--- src/rtl/ddr_rd_arbiter_pkg.sv ---
// Global parameters and shared types for the DDR read arbiter.
package ddr_rd_arbiter_pkg;

  localparam int GP_DDR_W      = 32;
  localparam int GP_DDR_ADDR_W = 32;
  localparam int GP_BURST_W    = 4;

  typedef enum logic [1:0] {
    IDLE = 2'd0,
    ADDR = 2'd1,
    DATA = 2'd2
  } arb_state_e;

endpackage

--- src/rtl/rr_arbiter.sv ---
// Combinational round-robin picker: first set req bit after index 'last', wrapping.
module rr_arbiter #(
  parameter  int N  = 3,
  localparam int IW = (N > 1) ? $clog2(N) : 1
) (
  input  logic [N-1:0]  req,
  input  logic [IW-1:0] last,
  output logic [IW-1:0] grant,
  output logic          grant_vld
);

  int idx;

  // Walk from farthest to nearest candidate so the nearest one after 'last' wins
  always_comb begin
    grant     = '0;
    grant_vld = 1'b0;
    idx       = 0;
    for (int i = N; i >= 1; i--) begin
      idx = (int'(last) + i) % N;
      if (req[idx]) begin
        grant     = idx[IW-1:0];
        grant_vld = 1'b1;
      end
    end
  end

endmodule

--- src/rtl/ddr_rd_arbiter.sv ---
// Round-robin arbiter sharing one DDR read channel among REQ_NUM requesters.
// One burst in flight at a time: IDLE (arbitrate) -> ADDR (issue) -> DATA (stream beats).
// Optional DDR_ARB_PERF_EN adds per-requester saturating beat counters on perf_cnt.
module ddr_rd_arbiter
  import ddr_rd_arbiter_pkg::*;
#(
  parameter int REQ_NUM    = 3,
  parameter int DDR_W      = GP_DDR_W,
  parameter int DDR_ADDR_W = GP_DDR_ADDR_W,
  parameter int BURST_W    = GP_BURST_W
) (
  input  logic                                clk,
  input  logic                                rst,
  input  logic [REQ_NUM-1:0][DDR_ADDR_W-1:0]  req_addr,
  input  logic [REQ_NUM-1:0][BURST_W-1:0]     req_size,
  input  logic [REQ_NUM-1:0]                  req_valid,
  output logic [REQ_NUM-1:0]                  req_ready,
  output logic [DDR_W-1:0]                    rd_data,
  output logic [REQ_NUM-1:0]                  rd_valid,
  input  logic [REQ_NUM-1:0]                  rd_ready,
  output logic [DDR_ADDR_W-1:0]               ddr_in_addr,
  output logic [BURST_W-1:0]                  ddr_in_size,
  output logic                                ddr_in_addr_valid,
  input  logic                                ddr_in_addr_ready,
  input  logic [DDR_W-1:0]                    ddr_in_data,
  input  logic                                ddr_in_valid,
  output logic                                ddr_in_ready,
  output logic                                busy
`ifdef DDR_ARB_PERF_EN
  ,
  output logic [REQ_NUM-1:0][31:0]            perf_cnt
`endif
);

  localparam int IW = (REQ_NUM > 1) ? $clog2(REQ_NUM) : 1;

  arb_state_e            state_q, state_d;
  logic [IW-1:0]         grant_q, grant_d;
  logic [IW-1:0]         last_q, last_d;
  logic [DDR_ADDR_W-1:0] addr_q, addr_d;
  logic [BURST_W-1:0]    size_q, size_d;
  logic [BURST_W-1:0]    cnt_q, cnt_d;
  logic [IW-1:0]         arb_grant;
  logic                  arb_vld;
  logic                  beat_hs;

  rr_arbiter #(.N(REQ_NUM)) u_rr (
    .req       (req_valid),
    .last      (last_q),
    .grant     (arb_grant),
    .grant_vld (arb_vld)
  );

  assign beat_hs = (state_q == DATA) && ddr_in_valid && rd_ready[grant_q];

  // Next-state and handshake steering; every output is gated by state so IDLE drives zeros
  always_comb begin
    state_d           = state_q;
    grant_d           = grant_q;
    last_d            = last_q;
    addr_d            = addr_q;
    size_d            = size_q;
    cnt_d             = cnt_q;
    req_ready         = '0;
    rd_valid          = '0;
    rd_data           = '0;
    ddr_in_addr       = '0;
    ddr_in_size       = '0;
    ddr_in_addr_valid = 1'b0;
    ddr_in_ready      = 1'b0;
    busy              = (state_q != IDLE);
    case (state_q)
      IDLE: begin
        // Addr/size are captured only here; later requester changes are ignored
        if (arb_vld) begin
          grant_d = arb_grant;
          addr_d  = req_addr[arb_grant];
          size_d  = req_size[arb_grant];
          state_d = ADDR;
        end
      end
      ADDR: begin
        ddr_in_addr_valid  = 1'b1;
        ddr_in_addr        = addr_q;
        ddr_in_size        = size_q;
        req_ready[grant_q] = ddr_in_addr_ready;
        if (ddr_in_addr_ready) begin
          cnt_d   = size_q;
          state_d = DATA;
        end
      end
      DATA: begin
        rd_data           = ddr_in_data;
        rd_valid[grant_q] = ddr_in_valid;
        ddr_in_ready      = rd_ready[grant_q];
        // Counter holds beats-minus-one, so the zero beat is the last and it never wraps
        if (beat_hs) begin
          if (cnt_q == '0) begin
            last_d  = grant_q;
            state_d = IDLE;
          end else begin
            cnt_d = cnt_q - 1'b1;
          end
        end
      end
      default: state_d = IDLE;
    endcase
  end

  // State registers; last grant resets to the top index so requester 0 wins first
  always_ff @(posedge clk or negedge rst) begin
    if (!rst) begin
      state_q <= IDLE;
      grant_q <= '0;
      last_q  <= IW'(REQ_NUM - 1);
      addr_q  <= '0;
      size_q  <= '0;
      cnt_q   <= '0;
    end else begin
      state_q <= state_d;
      grant_q <= grant_d;
      last_q  <= last_d;
      addr_q  <= addr_d;
      size_q  <= size_d;
      cnt_q   <= cnt_d;
    end
  end

`ifdef DDR_ARB_PERF_EN
  logic [REQ_NUM-1:0][31:0] perf_cnt_q, perf_cnt_d;

  // Count accepted beats for the granted requester, sticking at all-ones
  always_comb begin
    perf_cnt_d = perf_cnt_q;
    if (beat_hs && (perf_cnt_q[grant_q] != 32'hFFFF_FFFF))
      perf_cnt_d[grant_q] = perf_cnt_q[grant_q] + 32'd1;
  end

  // Perf counter registers
  always_ff @(posedge clk or negedge rst) begin
    if (!rst) perf_cnt_q <= '0;
    else      perf_cnt_q <= perf_cnt_d;
  end

  assign perf_cnt = perf_cnt_q;
`endif

endmodule

--- config.mk ---
export PLATFORM = sky130hd
export DESIGN_NAME = ddr_rd_arbiter
export DESIGN_NICKNAME = d
export VERILOG_FILES = /design/src/rtl/ddr_rd_arbiter_pkg.sv /design/src/rtl/rr_arbiter.sv /design/src/rtl/ddr_rd_arbiter.sv
export SDC_FILE = /design/constraint.sdc
export NUM_CORES = 1
export LEC_CHECK = 0
export CORE_AREA = 2 2 93 95
export DETAILED_ROUTE_END_ITERATION = 8
export DIE_AREA = 0 0 95 97
export DONT_BUFFER_PORTS = 1
export GPL_ROUTABILITY_DRIVEN = 0
export PLACE_DENSITY = 0.6
export SLEW_MARGIN = 0
export SYNTH_ARGS = -nofsm -noshare
export SYNTH_HDL_FRONTEND = slang
export SYNTH_SLANG_ARGS = --single-unit
--- constraint.sdc ---
create_clock -name clk -period 2.95 [get_ports clk]
set_clock_uncertainty 0.2 [all_clocks]
set_input_delay 0.59 -clock clk [delete_from_list [all_inputs] [get_ports clk]]
set_output_delay 0.59 -clock clk [all_outputs]
set_load 0.1 [all_outputs]
Run 1, placement view:
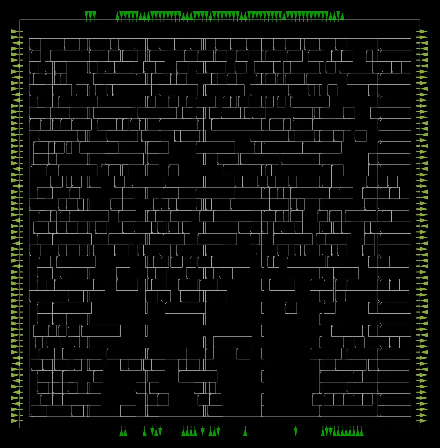
Post-Route Utilization: 56.6%
Well Taps: 105
# fillers: 734
final cell count without fillers: 538
core area: 8130 um^2

Run 1, wiring heat map:
(3 px per um) 19 x 19 tiles, from dark purple (low) to yellow (high), scaled to the fullest tile. Values are wire area over tile area, all layers added.
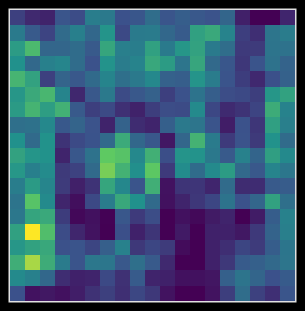
The fullest tile reaches 0.57. 17% of the tiles are over half the peak. The mean over all tiles is 0.18. 3.6% of the tiles are nearly empty. The emptiest ninth of the die: bottom centre.

Run 1, routed metal, one colour a layer:
(4 px per um) Only two layers are drawn.
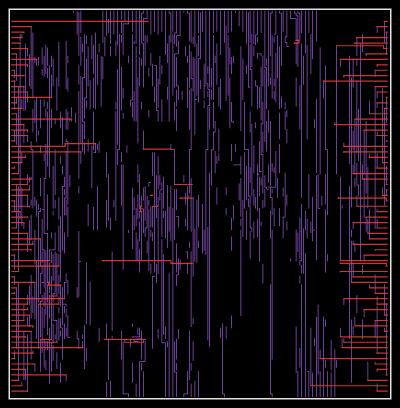
Key: purple = metal 2 [wire length 5480 um]; red = metal 3 [wire length 839 um]
GRT Overall Usage: 21.9%
routed vias: 3007
total routed wirelength: 10.1 mm
Wirelength per Cell: 18.8 um

==> reports/metrics.cfg, run 1 <==
[worst_setup_path]
endpoint_kind=register
criticalPathCategory=reg2reg
path_delay_family=simple AND/OR/NAND/NOR gates
path_cells=inv_1, ha_1, mux2i_1, mux2i_2, or3_4, and3_4, buf_4, a32oi_1, o21ai_1
startpoint_type=register

[synth]
yosysWarnings=0
xor_share_pct=0
yosys_cells=364
ys_seq_share_pct=34.6
synthCells=364
ys.flop_type=dfrtp_1
largest_area_cell=dfrtp_1

[cts]
clock_latency_ns=0.30
htreeDepth=2
cts_buffer_depth=2

[finish]
sh_comb_area_pct=44.2
lay_top_count=and2_1
flop-count=46
clock_area_share_pct=2.04
sh_seq_area_pct=25.0
n_all_inverters=7
top_register=addr_q

[floorplanning]
die_y_um=97
num_io_pins=227

[grt]
use_met3_pct=5.06
grt_util_met1_pct=25.3

[drt]
drc=0

[timing]
fin_hold_ws_ns=0.194
setup_viol=0
period_used_pct=96.6

[job]
max_cap_viol_count=0

[run_status]
status=finished, final reports clean

[run 1: worst paths after layout]
kind | start | to | slack, ns
worst max-delay path | last_q[1]$_DFFE_PN1P_ | addr_q[17]$_DFFE_PN0P_ | 0.10
worst min-delay path | ddr_in_addr_ready | state_q[0]$_DFFE_PN0P_ | 0.19
worst max register to register | last_q[1]$_DFFE_PN1P_ | addr_q[17]$_DFFE_PN0P_ | 0.10
worst min register to register | addr_q[18]$_DFFE_PN0P_ | addr_q[18]$_DFFE_PN0P_ | 0.29
max in group asynchronous | rst | last_q[1]$_DFFE_PN1P_ | 1.70
min in group asynchronous | rst | addr_q[20]$_DFFE_PN0P_ | 0.59
[run 1: timing repair]
action,4_1_cts,5_1_grt
resized,0,2
endpoints found under the setup margin,0,28
hold buffers,2,0
buffers inserted,0,0
hold endpoints to repair,46,0
Run 1, zoomed window:
Window x 32 to 62, y 34 to 64 um. Cells in grey, sequential cells in the stronger grey; small squares are vias.
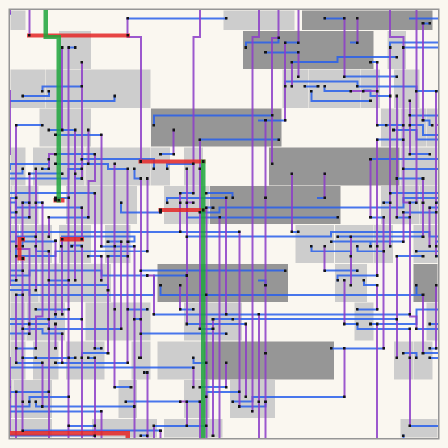

==> run 1 -> run 2 <==
--- a/config.mk
+++ b/config.mk
@@ -5,12 +5,13 @@
 export SDC_FILE = /design/constraint.sdc
 export NUM_CORES = 1
 export LEC_CHECK = 0
-export CORE_AREA = 2 2 93 95
+export CORE_AREA = 2 2 89 91
 export DETAILED_ROUTE_END_ITERATION = 8
-export DIE_AREA = 0 0 95 97
+export DIE_AREA = 0 0 91 93
 export DONT_BUFFER_PORTS = 1
 export GPL_ROUTABILITY_DRIVEN = 0
-export PLACE_DENSITY = 0.6
+export HOLD_SLACK_MARGIN = 0.03
+export PLACE_DENSITY = 0.64
 export SLEW_MARGIN = 0
 export SYNTH_ARGS = -nofsm -noshare
 export SYNTH_HDL_FRONTEND = slang
Run 2, zoomed window:
Window x 30 to 60, y 32 to 62 um. Cells in grey, sequential cells in the stronger grey; small squares are vias.
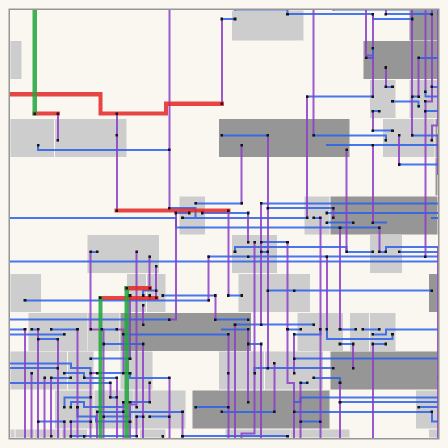
Key: blue = metal 1; red = metal 3; purple = metal 2; green = metal 4
Most frequent: dfrtp_1 (5), o21ai_1 (3), clkbuf_8 (3). Netlist names of flops here include grant_q (2), size_q (2). 34 logic cells have their middle in the window. Sequential cells in the window: 6.

Run 2, placement view:
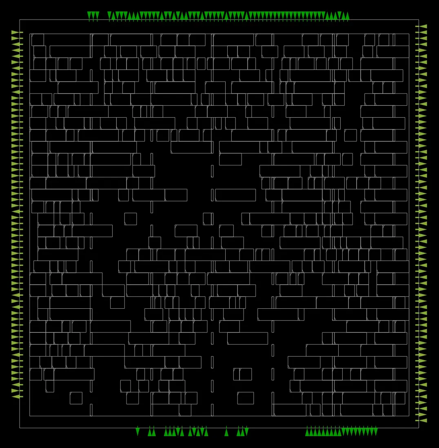
Post-Route Utilization: 61.2%
flop share of the area: 25.0%
Rows: 32
registers: 46
final cell count without fillers: 537

Run 2, gate families picked out:
(4 px per um)
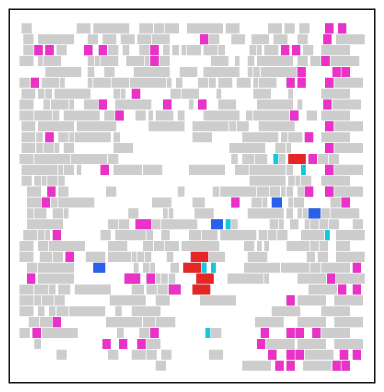
Key: magenta = and/or cells [cells 72, most used and2_1, where widely spread]; cyan = inv cells [cells 7, most used inv_1]; blue = non-inverting ao/oa cells [cells 4]; red = fa/ha/maj cells [cells 5, most used ha_1]

==> reports/metrics.cfg, run 2 <==
[worst_setup_path]
setup.worst_path.end=addr_q[28]$_DFFE_PN0P_
path_delay_family=simple AND/OR/NAND/NOR gates
crit_start=last_q[1]$_DFFE_PN1P_
ff2ff_setup_slack_ns=0.07  ; -0.03 ns
cp_slowest_cell=dfstp_2
r2r_start=last_q[1]$_DFFE_PN1P_
criticalPathCategory=reg2reg
endpoint_kind=register
path_cells=inv_1, ha_1, mux2i_2, mux2i_2, or3_4, and3_4, buf_4, a32oi_1, o21ai_1
startpoint_type=register

[timing]
setup_viol=0  ; unchanged
fin_hold_ws_ns=0.221  ; +0.0264 ns
fin_crit_ns=2.88

[grt]
grt_util_met1_pct=27.4  ; +2.1 points
use_met3_pct=5.32  ; +0.26 points
grt_usage_pct=22.8  ; +0.89 points

[floorplanning]
num_io_pins=227  ; unchanged
core-area_um2=7530  ; -7.5%

[finish]
clock_area_share_pct=1.95  ; -0.085 points
n_all_inverters=7  ; unchanged
fillers=642  ; -13%
sh_comb_area_pct=44.2  ; -0.057 points
lay_top_count=and2_1
top_register=addr_q

[synth]
ys_seq_share_pct=34.6  ; unchanged
largest_area_cell=dfrtp_1
synthCells=364  ; unchanged
ys.flop_type=dfrtp_1
yosys_cells=364  ; unchanged
xor_share_pct=0  ; unchanged

[drt]
drc=0  ; unchanged
wl_mm=9.89  ; -2.4%
wl_per_cell_um=18.4  ; -2.2%
vias=3001  ; -0.20%

[hold_path]
hold_path_end=state_q[0]$_DFFE_PN0P_
hp-start=ddr_in_addr_ready

[cts]
clock_latency_ns=0.29  ; about the same
cts_buffer_depth=2  ; unchanged

[job]
max_cap_viol_count=0  ; unchanged

[run_status]
status=finished, final reports clean

run 2: cell types whose count changed in the layout (fill, tap and decap cells not counted):
| cell | previous run | this run |
|---|---|---|
| buf_4 | 51 | 53 |
| clkinv_2 | 0 | 1 |
| inv_6 | 1 | 0 |
| mux2i_1 | 41 | 40 |
| mux2i_2 | 1 | 2 |
| nor2b_1 | 1 | 2 |
| nor2b_2 | 1 | 0 |
run 2: timing repair:
item | in CTS | in global routing
hold buffers | 2 | 0
hold endpoints to repair | 46 | 0
setup buffers | 0 | 2
gates resized | 0 | 2
setup endpoints to repair | 0 | 25
run 2: per-layer routing:
layer	routed length [um]	vias to the layer above
li1	-	1412
met1	3760	1397
met2	5220	180
met3	783	12
met4	132	0
met5	0	-
==> run 2 -> run 3 <==
--- a/config.mk
+++ b/config.mk
@@ -11,7 +11,8 @@
 export DONT_BUFFER_PORTS = 1
 export GPL_ROUTABILITY_DRIVEN = 0
 export HOLD_SLACK_MARGIN = 0.03
-export PLACE_DENSITY = 0.64
+export PLACE_DENSITY = 0.66
+export RECOVER_POWER = 25
 export SLEW_MARGIN = 0
 export SYNTH_ARGS = -nofsm -noshare
 export SYNTH_HDL_FRONTEND = slang
==> constraint.sdc (replaced) <==
create_clock -name clk -period 2.4 [get_ports clk]
set_clock_uncertainty 0.2 [all_clocks]
set_input_delay 0.48 -clock clk [delete_from_list [all_inputs] [get_ports clk]]
set_output_delay 0.48 -clock clk [all_outputs]
set_load 0.1 [all_outputs]
Run 3, gate families picked out:
(4 px per um)
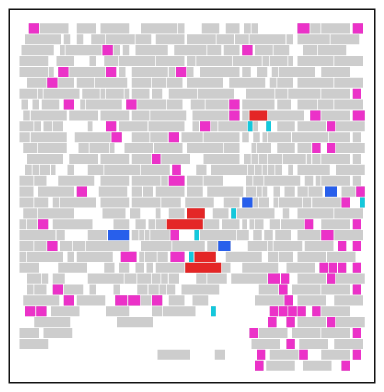
logic share of the area: 41.3%
final cell count without fillers: 561
Top cell excl fill/tap: buf_12

Run 3, zoomed window:
Window x 30 to 60, y 32 to 62 um. Cells in grey, sequential cells in the stronger grey; small squares are vias.
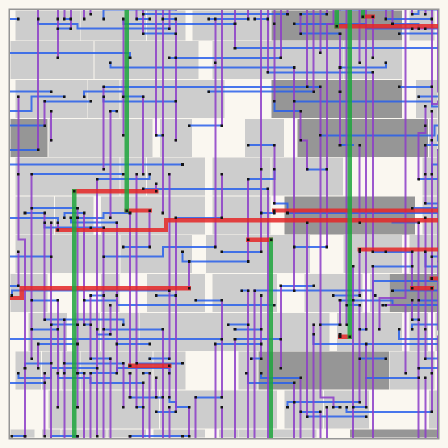
Key: blue = metal 1; green = metal 4; purple = metal 2; red = metal 3
Most frequent: buf_12 (8), dfrtp_1 (5), buf_4 (4). Netlist names of flops here include cnt_q (3). Sequential cells in the window: 5. 60 logic cells have their middle in the window.

Run 3, placement view:
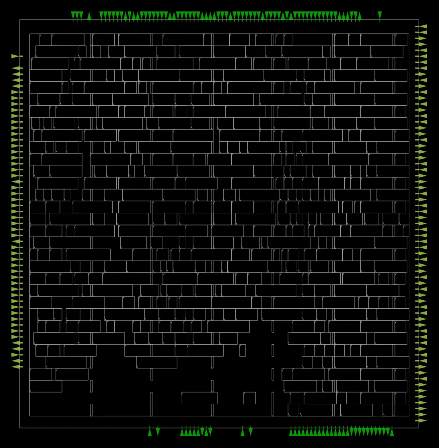
Post-Route Utilization: 78.0%
flop share of the area: 19.7%
# fillers: 440
core area: 7530 um^2
Well Taps: 102

==> reports/metrics.cfg, run 3 <==
[run_status]
status=complete, but fails checks
violations=setup timing

[drt]
wl_met2_mm=7.19  ; +38%
drc=0  ; unchanged
top_layer=met4
wl_mm=13.4  ; +36%
vias=3366  ; +12%
dr_wl_met3_mm=1.06  ; +35%
wl_met1_mm=4.57  ; +22%

[timing]
fin_crit_ns=2.58  ; -0.300 ns
setup_viol=39  ; +39
fin_ws_ns=-0.177

[cts]
clock_latency_ns=0.31  ; +0.02 ns
hold_buffers=2  ; unchanged
cts_buffer_depth=2  ; unchanged
cts_resized=26  ; +26

[job]
max_cap_viol_count=0  ; unchanged

[finish]
flop-count=46  ; unchanged
clock_area_share_pct=1.88  ; -0.078 points
n_all_inverters=7  ; unchanged

[synth]
ys.flop_type=dfrtp_1
largest_area_cell=dfrtp_1
yosys_cells=364  ; unchanged
ys_seq_share_pct=34.6  ; unchanged
synthCells=364  ; unchanged

[hold_path]
hold_path_end=addr_q[13]$_DFFE_PN0P_

[worst_setup_path]
r2r_start=last_q[1]$_DFFE_PN1P_
path_delay_family=buffers and inverters
path_cells=buf_6, ha_4, mux2i_2, buf_4, o31ai_4, buf_6, buf_12, mux2i_1, o211ai_2
endpoint_kind=register
setup.worst_path.end=addr_q[21]$_DFFE_PN0P_
startpoint_type=register

[floorplanning]
num_io_pins=227  ; unchanged

[grt]
grt_usage_pct=28.1  ; +5.3 points

## run 3: cell count changes in the layout (fill, tap and decap cells not counted), moves of 6 or more
cell     previous run  this run
and2_1             68        37
and2_2              0        25
and2_4              0         6
buf_12             37        80
buf_4              53        17
buf_6               0         8
mux2i_1            40        23
mux2i_2             2         8
mux2i_4             0        11
nand2_1            32        16
nand2_2             0         6
nand2_4             0        10
## run 3: through the flow
step	hold WS [ns]	setup WS (ns)	cells	cell area [um^2]	setup TNS, ns
4_1_cts	0.0716	-0.0963	554	5470	-2.50
3_5_place_dp	-0.0144	-0.124	533	5080	-3.11
2_1_floorplan	-0.0156	-0.400	364	3440	-1.56
3_3_place_gp	-0.0142	-0.0324	533	5080	-0.397
5_1_grt	0.133	-0.318	561	5870	-8.33
6_report	0.131	-0.177	561	5870	-4.79
